**Metal 1**

Scale bar: 10 um.
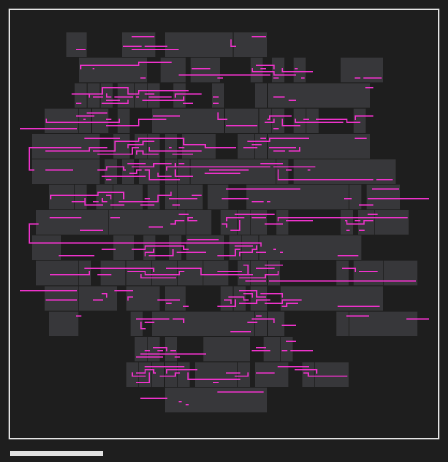
**Track usage over the die**

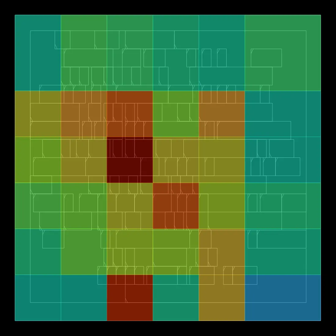
**src/rtl/hpdcache_fifo_pkg.sv**
```systemverilog
// Shared helpers for the hpdcache register FIFOs: pointer/counter widths and
// the per-cycle storage operation encoding.
package hpdcache_fifo_pkg;

    localparam int unsigned FIFO_MIN_PTR_W = 32'd1;

    // Storage operation applied in one cycle: {push, pop}
    typedef enum logic [1:0] {
        FIFO_OP_IDLE = 2'b00,
        FIFO_OP_POP  = 2'b01,
        FIFO_OP_PUSH = 2'b10,
        FIFO_OP_BOTH = 2'b11
    } fifo_op_e;

    function automatic int unsigned fifo_ptr_width(input int unsigned depth);
        if (depth > 32'd1) begin
            return $clog2(depth);
        end else begin
            return FIFO_MIN_PTR_W;
        end
    endfunction

    function automatic int unsigned fifo_cnt_width(input int unsigned depth);
        if (depth > 32'd0) begin
            return $clog2(depth + 32'd1);
        end else begin
            return 32'd1;
        end
    endfunction

    function automatic fifo_op_e fifo_op(input logic push, input logic pop);
        return fifo_op_e'({push, pop});
    endfunction

endpackage

```
**src/rtl/hpdcache_fifo_reg_init_count_chk.sv**
```systemverilog
// Invariant checker for hpdcache_fifo_reg_init_count: occupancy bound and
// pointer distance consistency with the occupancy counter.
module hpdcache_fifo_reg_init_count_chk
#(
    parameter int unsigned FIFO_DEPTH = 32'd4,
    parameter int unsigned PTR_W      = 32'd2,
    parameter int unsigned CNT_W      = 32'd3
)
(
    input  logic             clk_i,
    input  logic             rst_i,
    input  logic [PTR_W-1:0] rptr_i,
    input  logic [PTR_W-1:0] wptr_i,
    input  logic [CNT_W-1:0] usage_i
);

    int unsigned ptr_dist_s;
    int unsigned usage_mod_s;

    // Distance between write and read pointers modulo the depth
    always_comb begin
        ptr_dist_s  = (32'(wptr_i) + FIFO_DEPTH - 32'(rptr_i)) % FIFO_DEPTH;
        usage_mod_s = 32'(usage_i) % FIFO_DEPTH;
    end

    usage_bound_a: assert property (@(posedge clk_i) disable iff (rst_i)
        32'(usage_i) <= FIFO_DEPTH)
        else $error("usage above depth");

    ptr_dist_a: assert property (@(posedge clk_i) disable iff (rst_i)
        ptr_dist_s == usage_mod_s)
        else $error("pointer distance disagrees with usage");

endmodule

```
**src/rtl/hpdcache_fifo_wrap_ptr.sv**
```systemverilog
// Loadable wrapping pointer: counts 0..MAX then returns to 0, so any depth
// (not only powers of two) is supported.
module hpdcache_fifo_wrap_ptr
#(
    parameter int unsigned MAX   = 32'd3,
    parameter int unsigned PTR_W = 32'd2
)
(
    input  logic             clk_i,
    input  logic             inc_i,
    input  logic             load_i,
    input  logic [PTR_W-1:0] load_val_i,
    output logic [PTR_W-1:0] ptr_o
);

    localparam logic [PTR_W-1:0] PTR_LAST = PTR_W'(MAX);
    localparam logic [PTR_W-1:0] PTR_ONE  = PTR_W'(1);

    logic [PTR_W-1:0] ptr_q;
    logic [PTR_W-1:0] ptr_d;

    // Next pointer: load wins over increment, increment wraps at MAX
    always_comb begin
        ptr_d = ptr_q;
        if (load_i) begin
            ptr_d = load_val_i;
        end else if (inc_i) begin
            if (ptr_q == PTR_LAST) begin
                ptr_d = '0;
            end else begin
                ptr_d = ptr_q + PTR_ONE;
            end
        end else begin
            ptr_d = ptr_q;
        end
    end

    // Pointer register
    always_ff @(posedge clk_i) begin
        ptr_q <= ptr_d;
    end

    assign ptr_o = ptr_q;

endmodule

```
**src/rtl/hpdcache_fifo_reg_init_count.sv**
```systemverilog
// Register FIFO preloaded with INIT_COUNT entries on reset/flush.
// Optional HPDCACHE_FIFO_INIT_BYPASS_EN: empty-FIFO write is visible same cycle.
// HPDCACHE_ASSERT_OFF removes the invariant checker.
module hpdcache_fifo_reg_init_count
    import hpdcache_fifo_pkg::*;
#(
    parameter int unsigned FIFO_DEPTH   = 32'd4,
    parameter int unsigned INIT_COUNT   = FIFO_DEPTH,
    parameter int unsigned AFULL_THRESH = FIFO_DEPTH - 32'd1,
    parameter type         fifo_data_t  = logic,
    localparam int unsigned PTR_W       = fifo_ptr_width(FIFO_DEPTH),
    localparam int unsigned CNT_W       = fifo_cnt_width(FIFO_DEPTH)
)
(
    input  logic                            clk_i,
    input  logic                            rst_i,
    input  logic                            flush_i,
    input  logic                            w_i,
    output logic                            wok_o,
    input  fifo_data_t                      wdata_i,
    input  logic                            r_i,
    output logic                            rok_o,
    output fifo_data_t                      rdata_o,
    input  fifo_data_t [FIFO_DEPTH-1:0]     initial_value_i,
    output logic [CNT_W-1:0]                usage_o,
    output logic                            almost_full_o
);

    if (FIFO_DEPTH == 32'd0) begin : gen_err_depth
        $error("FIFO_DEPTH must be at least 1");
    end
    if (INIT_COUNT > FIFO_DEPTH) begin : gen_err_init
        $error("INIT_COUNT must not exceed FIFO_DEPTH");
    end
    if ((AFULL_THRESH == 32'd0) || (AFULL_THRESH > FIFO_DEPTH)) begin : gen_err_afull
        $error("AFULL_THRESH must be in 1..FIFO_DEPTH");
    end

    localparam int unsigned SAFE_DEPTH = (FIFO_DEPTH == 32'd0) ? 32'd1 : FIFO_DEPTH;
    localparam logic [PTR_W-1:0] WPTR_INIT  = PTR_W'(INIT_COUNT % SAFE_DEPTH);
    localparam logic [PTR_W-1:0] RPTR_INIT  = PTR_W'(0);
    localparam logic [CNT_W-1:0] USAGE_INIT = CNT_W'(INIT_COUNT);
    localparam logic [CNT_W-1:0] USAGE_FULL = CNT_W'(FIFO_DEPTH);
    localparam logic [CNT_W-1:0] USAGE_AF   = CNT_W'(AFULL_THRESH);
    localparam logic [CNT_W-1:0] USAGE_ONE  = CNT_W'(1);

    fifo_data_t [FIFO_DEPTH-1:0] mem_q;
    logic [PTR_W-1:0]            rptr_q;
    logic [PTR_W-1:0]            wptr_q;
    logic [CNT_W-1:0]            usage_q;
    logic [CNT_W-1:0]            usage_d;
    logic                        rok_q;
    logic                        wok_q;
    logic                        afull_q;

    logic init_s;
    logic byp_s;
    logic consume_s;
    logic push_s;
    logic pop_s;

    assign init_s = rst_i | flush_i;

`ifdef HPDCACHE_FIFO_INIT_BYPASS_EN
    // Empty FIFO with a write presents the write data directly at the head
    assign byp_s     = ~rok_q & w_i;
    assign consume_s = byp_s & r_i;
`else
    assign byp_s     = 1'b0;
    assign consume_s = 1'b0;
`endif

    // A bypass-consumed entry never touches storage, pointers or usage
    assign push_s = w_i & wok_q & ~consume_s & ~init_s;
    assign pop_s  = r_i & rok_q & ~init_s;

    // Occupancy next state
    always_comb begin
        usage_d = usage_q;
        if (init_s) begin
            usage_d = USAGE_INIT;
        end else begin
            case (fifo_op(push_s, pop_s))
                FIFO_OP_PUSH: usage_d = usage_q + USAGE_ONE;
                FIFO_OP_POP:  usage_d = usage_q - USAGE_ONE;
                FIFO_OP_BOTH: usage_d = usage_q;
                FIFO_OP_IDLE: usage_d = usage_q;
                default:      usage_d = usage_q;
            endcase
        end
    end

    // Occupancy and handshake flags, all derived from next occupancy
    always_ff @(posedge clk_i) begin
        usage_q <= usage_d;
        rok_q   <= (usage_d != '0);
        wok_q   <= (usage_d != USAGE_FULL);
        afull_q <= (usage_d >= USAGE_AF);
    end

    // Storage: preload on init, otherwise write at the tail
    always_ff @(posedge clk_i) begin
        if (init_s) begin
            mem_q <= initial_value_i;
        end else if (push_s) begin
            mem_q[wptr_q] <= wdata_i;
        end
    end

    hpdcache_fifo_wrap_ptr #(
        .MAX   (SAFE_DEPTH - 32'd1),
        .PTR_W (PTR_W)
    ) i_rptr (
        .clk_i      (clk_i),
        .inc_i      (pop_s),
        .load_i     (init_s),
        .load_val_i (RPTR_INIT),
        .ptr_o      (rptr_q)
    );

    hpdcache_fifo_wrap_ptr #(
        .MAX   (SAFE_DEPTH - 32'd1),
        .PTR_W (PTR_W)
    ) i_wptr (
        .clk_i      (clk_i),
        .inc_i      (push_s),
        .load_i     (init_s),
        .load_val_i (WPTR_INIT),
        .ptr_o      (wptr_q)
    );

    // Head data, overridden by the write data while bypassing
    always_comb begin
        if (byp_s) begin
            rdata_o = wdata_i;
        end else begin
            rdata_o = mem_q[rptr_q];
        end
    end

    assign rok_o         = rok_q | byp_s;
    assign wok_o         = wok_q;
    assign usage_o       = usage_q;
    assign almost_full_o = afull_q;

`ifndef HPDCACHE_ASSERT_OFF
    hpdcache_fifo_reg_init_count_chk #(
        .FIFO_DEPTH (SAFE_DEPTH),
        .PTR_W      (PTR_W),
        .CNT_W      (CNT_W)
    ) i_chk (
        .clk_i   (clk_i),
        .rst_i   (rst_i),
        .rptr_i  (rptr_q),
        .wptr_i  (wptr_q),
        .usage_i (usage_q)
    );
`endif

endmodule

```
**config.mk**
```make
export PLATFORM = sky130hd
export DESIGN_NAME = hpdcache_fifo_reg_init_count
export DESIGN_NICKNAME = d
export VERILOG_FILES = /design/src/rtl/hpdcache_fifo_pkg.sv /design/src/rtl/hpdcache_fifo_reg_init_count_chk.sv /design/src/rtl/hpdcache_fifo_wrap_ptr.sv /design/src/rtl/hpdcache_fifo_reg_init_count.sv
export SDC_FILE = /design/constraint.sdc
export NUM_CORES = 1
export LEC_CHECK = 0
export ABC_AREA = 1
export CORE_MARGIN = 2
export CORE_UTILIZATION = 43
export DETAILED_ROUTE_END_ITERATION = 12
export PLACE_DENSITY = 0.79
export SLEW_MARGIN = 15
export SYNTH_ARGS = -nofsm -noshare
export SYNTH_HDL_FRONTEND = slang
export SYNTH_HIERARCHICAL = 1
export SYNTH_SLANG_ARGS = --single-unit
```
**constraint.sdc**
```tcl
create_clock -name clk_i -period 1.9 [get_ports clk_i]
set_input_delay 0.38 -clock clk_i [delete_from_list [all_inputs] [get_ports clk_i]]
set_output_delay 0.38 -clock clk_i [all_outputs]
set_load 0.05 [all_outputs]
```
==> Slide: Implementation Results <==
Implementation Results

Run
  – Log Warnings: 26

Pwr
  – P_sw: between 0.2 and 0.25 mW
  – Top pwr grp: registers
  – Clock power frac: between 30 and 40%
  – Pwr Total: about 0.73 mW
  – Int Power: approximately 0.53 mW

Worst setup path
  – Crit-path leading delay family: buffers and inverters
  – Worst path required time: ~1.5 ns
  – Slowest cell on crit path: clkdlybuf4s50_1
  – Reg2reg end: rok_o
  – Critical path arrival: 1.45 ns
  – WP depth: 1
  – CP Buf/Inv Count: 1

Die
  – Die width: around 46 um
  – Initial core utilization: 44.67%
  – Tap cells: 17

Final layout
  – Register Area: between 300 and 400 um2
  – Mi-comb count: approximately 70
  – Invs w/o clock: 16
  – N_diodes: 0
  – Flop share of the area: between 30 and 40%
  – Layout cells sized above 1: about a fifth
  – Most numerous logic cells after layout: 35 x nand2_1, 12 x inv_1, 10 x clkdlybuf4s50_1

Synth
  – Synth Area in Compound Gates: between 8 and 9%
  – Post-synth EDFFs: 8

Global routing
  – Largest net degree at the start of global routing: 10
  – GRT overflow: 0
  – First-pass GRT wire length: around 2.7 mm

CTS
  – Inserted Clock Buffers: 3

Place
  – Placed cell area: roughly 1000 um2

Routing
  – Final wirelength: approximately 1.5 mm
  – Max layer used: met4

STA
  – Max Fclk: approximately 0.55 GHz
  – Final max-slew violation count: 0
  – Min setup slack post-route: 0.06807 ns

Hold path
  – Hold path start: usage_o[2]
  – Worst Hold Class: flop to flop

Run status
  – Run status: completed
## Picture notes: 'metal 1'
main direction: horizontal
nets with wire on the layer: 128
share of all routed wire: 43%
GRT met1 Usage: 19.15%
Vias: 680

## Picture notes: 'track usage over the die'
Final Core Density: 63.19%
GRT Total Usage: 17.97%
met3 Track Usage GR: 4.762%
WL per Instance: 10.74 um

Power is estimated from default activity; no workload was simulated.
